Figure 1. Routed metal per tile (run 1).
Bar = 20 um. 21 x 21 tiles, from dark purple (low) to yellow (high), scaled to the fullest tile. Values are wire area over tile area, all layers added.
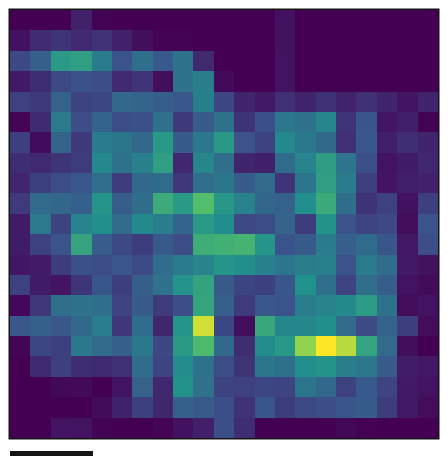
Figure 2. Placed standard cells (run 1).
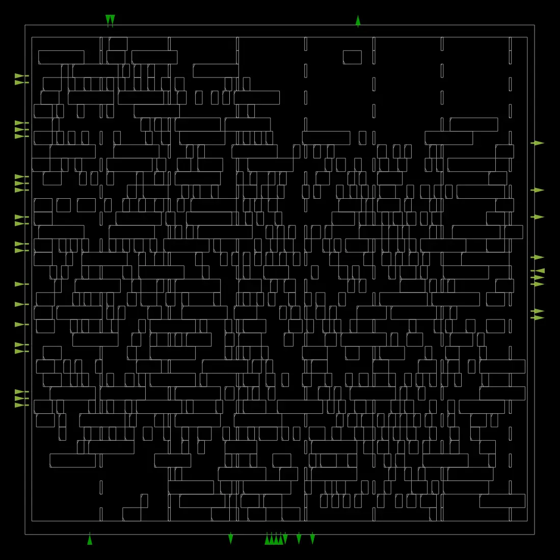
Figure 3. Clock network drawn from the DEF (run 1).
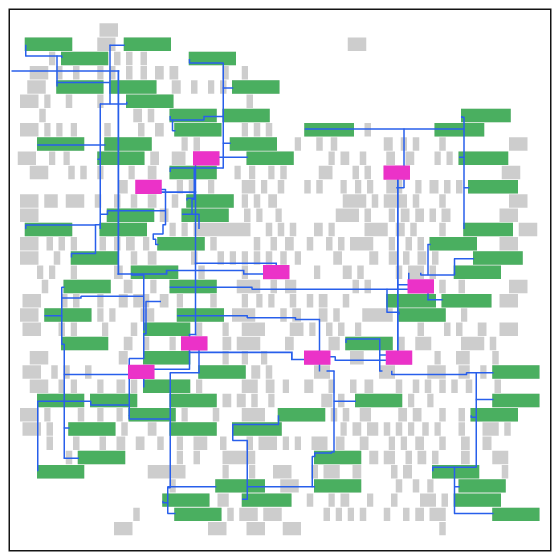
Figure 4. Cells by drive strength (run 1).
Bar = 20 um.
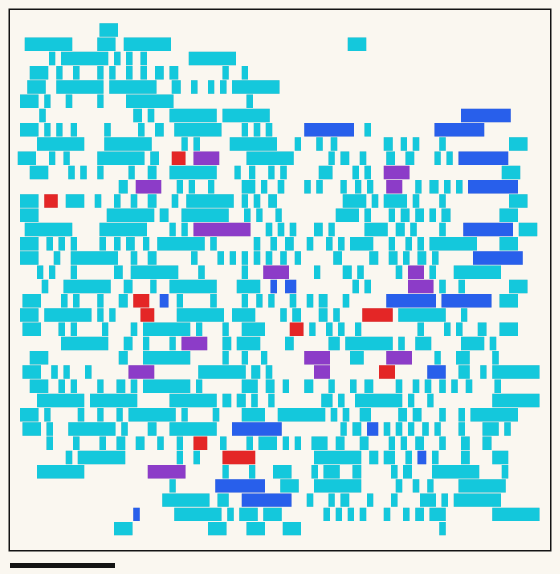
==> config.mk <==
export PLATFORM = sky130hd
export DESIGN_NAME = seg7_scan_driver
export DESIGN_NICKNAME = d
export VERILOG_FILES = /design/src/rtl/seg7_scan_driver.sv
export SDC_FILE = /design/constraint.sdc
export NUM_CORES = 1
export LEC_CHECK = 0
export ABC_AREA = 1
export CELL_PAD_IN_SITES_DETAIL_PLACEMENT = 1
export CELL_PAD_IN_SITES_GLOBAL_PLACEMENT = 2
export CORE_UTILIZATION = 34
export CTS_BUF_LIST = sky130_fd_sc_hd__clkbuf_2 sky130_fd_sc_hd__clkbuf_4 sky130_fd_sc_hd__clkbuf_8
export DETAILED_ROUTE_END_ITERATION = 12
export PLACE_DENSITY = 0.91
export SLEW_MARGIN = 20
export SYNTH_ARGS = -nofsm -noshare
export SYNTH_HDL_FRONTEND = slang
export SYNTH_SLANG_ARGS = --single-unit
==> constraint.sdc <==
create_clock -name clk -period 2.88 [get_ports clk]
set_input_delay 0.576 -clock clk [delete_from_list [all_inputs] [get_ports clk]]
set_output_delay 0.576 -clock clk [all_outputs]
set_load 0.03 [all_outputs]
==> flow_summary.yaml <==
# physical design summary
grt:
  busiest_layer: "met2"
  grtUsageMet1: 0.235
  grt_pass1_wl_um: 14800
  use_met3: 0.0393
  grt_max_degree: 27
  grt_pass1_vias: 2945
  use_met2: 0.302
  antenna_found_initial: 0
  grt_overflow: 0
power:
  p_comb_frac: 0.062
  netSwitchingFraction: 0.253
  pg_seq_uw: 1050
  powerDensity_nw_per_um2: 474
  p_seq_frac: 0.521
  peakVddDrop_uv: 196
  leakage_uw: 0.00215
  p_switching_uw: 507
  comb-power_uw: 124
  power.group.top: "sequential cells"
  intPower_uw: 1500
worst_setup_path:
  worstPathArrival_ns: 2.69
  end_kind: "flip-flop"
  crit_path_frequent_cell: "nand2_1"
  startpoint_type: "flip-flop"
  required_ns: 3.15
  cp_slowest_cell: "dfrtp_1"
  critPathMaxStageDelay_ns: 0.49
  path_cells: "inv_1 -> ha_1 -> nand2_1 -> nand2_1 -> o21ai_1 -> inv_1 -> ha_1 -> nand3_1 -> nand2_1 -> o21ai_0 -> nand2_1"
  rrSetupSlack_ns: 0.46
  ff2ff_path_depth: 11
  path_max_fanout: 8
  crit_type: "reg -> reg"
logic_synthesis:
  ys_sh_simple: 0.341
  synthCells: 437
  topCombFamilyByArea: "simple AND/OR/NAND/NOR gates"
  area_leaders: "dfrtp_1 42%, nand2_1 20%, dfstp_2 9.1%"
  top_cell: "nand2_1"
  ys_seq_frac: 0.515
  ys_sh_aoi: 0.0259
  ys.warnings.count: 0
  top_area_frac: 0.425
  flop_cell: "dfrtp_1"
  syn-cell-area_um2: 3480
  synth_flops: 71
  ys_sh_mux: 0
  synth_chip_area_um2: 3480
  ys_sh_xor: 0.0202
  syn_nets: 476
  common_cells: "182 x nand2_1, 59 x dfrtp_1, 43 x nand3_1"
  edf_count: 0
  synthArstFlopShare: 1.00
  syn_avg_cell_area_um2: 7.95
  synthAdderAreaFrac: 0.0396
  yosys-stat-cells: 437
  top_area_cell: "dfrtp_1"
  yosysUniqueCellTypes: 29
floorplanning:
  dieArea_um2: 10600
  pin_count: 41
  die_y_um: 103
  core_um2: 9820
  num_rows: 36
  initCoreUtil: 0.354
  die_x_um: 103
cells_and_area:
  layout_top_cell: "nand2_1"
  antenna_cells: 0
  comb_share: 0.350
  fillerInstances: 1231
  mostFrequentLayoutCells: "182 x nand2_1, 59 x dfrtp_1, 43 x nand3_1, 40 x clkdlybuf4s50_1, 39 x nor2_1"
  nClkBuffers: 9
  design.seq.count: 71
  comb_cells: 319
  buffer_area_frac: 0.108
  final_cells: 621
  drive_gt1_frac: 0.0861
  largest_class: "sequential cells"
  seq_share: 0.423
  seq_area_um2: 1790
  nets: 522
  clkCellAreaFrac: 0.0478
  logic_area_um2: 1480
  inverters: 36
timing:
  clock_skew_ns: 0.0140
  setup-violations-final: 0
  slew_violations: 0
  finalCritPeriodShare: 0.839
  fin_crit_ns: 2.42
  slew-limit-headroom: 0.543
  worstMarginPinSlew_ns: 0.685
  setup_tns_ns: 0
  rsz0062_at_grt: "false"
  hold_viol: 0
  fmax_mhz: 414
clocking:
  cts_root_buf: "clkbuf_8"
  clockBufferDepth: 2
  clkTransAtPathRegs_ns: 0.09
  cts_hold_buf: 0
  clock_sinks: 71
  cts_buffers: 9
  cts_resized: 0
  htree_levels: 3
  insertion_delay_ns: 0.36
  cts_tree: "built"
  cts_setup_buffers: 0
run:
  drv_cap: 0
  tool_warnings: 34
min_path:
  hold_class: "reg -> reg"
  hold_depth: 1
route:
  wl_met2_um: 3930
  drt_iter0_drc: 77
  ant_nets: 0
  vias_per_cell: 4.58
  drt-met1-wl_um: 4010
  wl_met3_um: 230
  top_layer: "met4"
  drc: 0
  firstDrtPassIters: 4
placement:
  port_buffers: 40
  preCtsSetupSlack_ns: 0.332
  gp_congestion: 0.839
  post-dp-hpwl_um: 6320
  place_inst: 605
status:
  status: "complete, no violations"
About Figure 1:
tiles over half the peak	8.6%
fullest tile	0.52
emptiest ninth of the die	north-east
DRT Wirelength: 8300 um
WL/cell: 13.4 um
via count: 2847
GRT Overall Usage: 0.182

About Figure 2:
n_taps: 133
final core area utilization: 0.431

About Figure 3:
[green] flip-flops | count: 71
[magenta] clock-net drivers | count: 9
[blue] clock wires | length: 1040 um
routed clock nets	10
P_clk: 838 uW
Clock power frac: 0.417

About Figure 4:
colour	size	cells	share	most used
red	x3 and x4	9	1.8%	buf_4
blue	x2	19	3.9%	dfstp_2
purple	x6 and larger	14	2.9%	clkbuf_8
cyan	x1 and smaller	446	91%	nand2_1
design area: 4240 um2
Synth-to-Final Area Change: 21.9%
Buffers excl. clock: 46
Worst Slack Setup Final: 0.464 ns

run 1: worst max-delay path: cells and delay by family, from the launching register on:
| family | cells | cell delay (ns) |
|---|---|---|
| DFF | 1 | 0.49 |
| adders and majority gates | 2 | 0.56 |
| and+or+nand+nor | 5 | 0.39 |
| buffers and inverters | 2 | 0.34 |
| AOI/OAI and AO/OA | 2 | 0.54 |
run 1: through the flow:
step                 util  instance area (um2)  hold WS, ns  total power [uW]
floorplan               -                 3480        0.433              1120
global placement    0.411                 4030        0.450              1190
detailed placement  0.411                 4030        0.459              1190
CTS                 0.431                 4240        0.482              2040
global route        0.431                 4240        0.494              2090
finish              0.431                 4240        0.473              2010
Power and IR drop assume default switching activity.
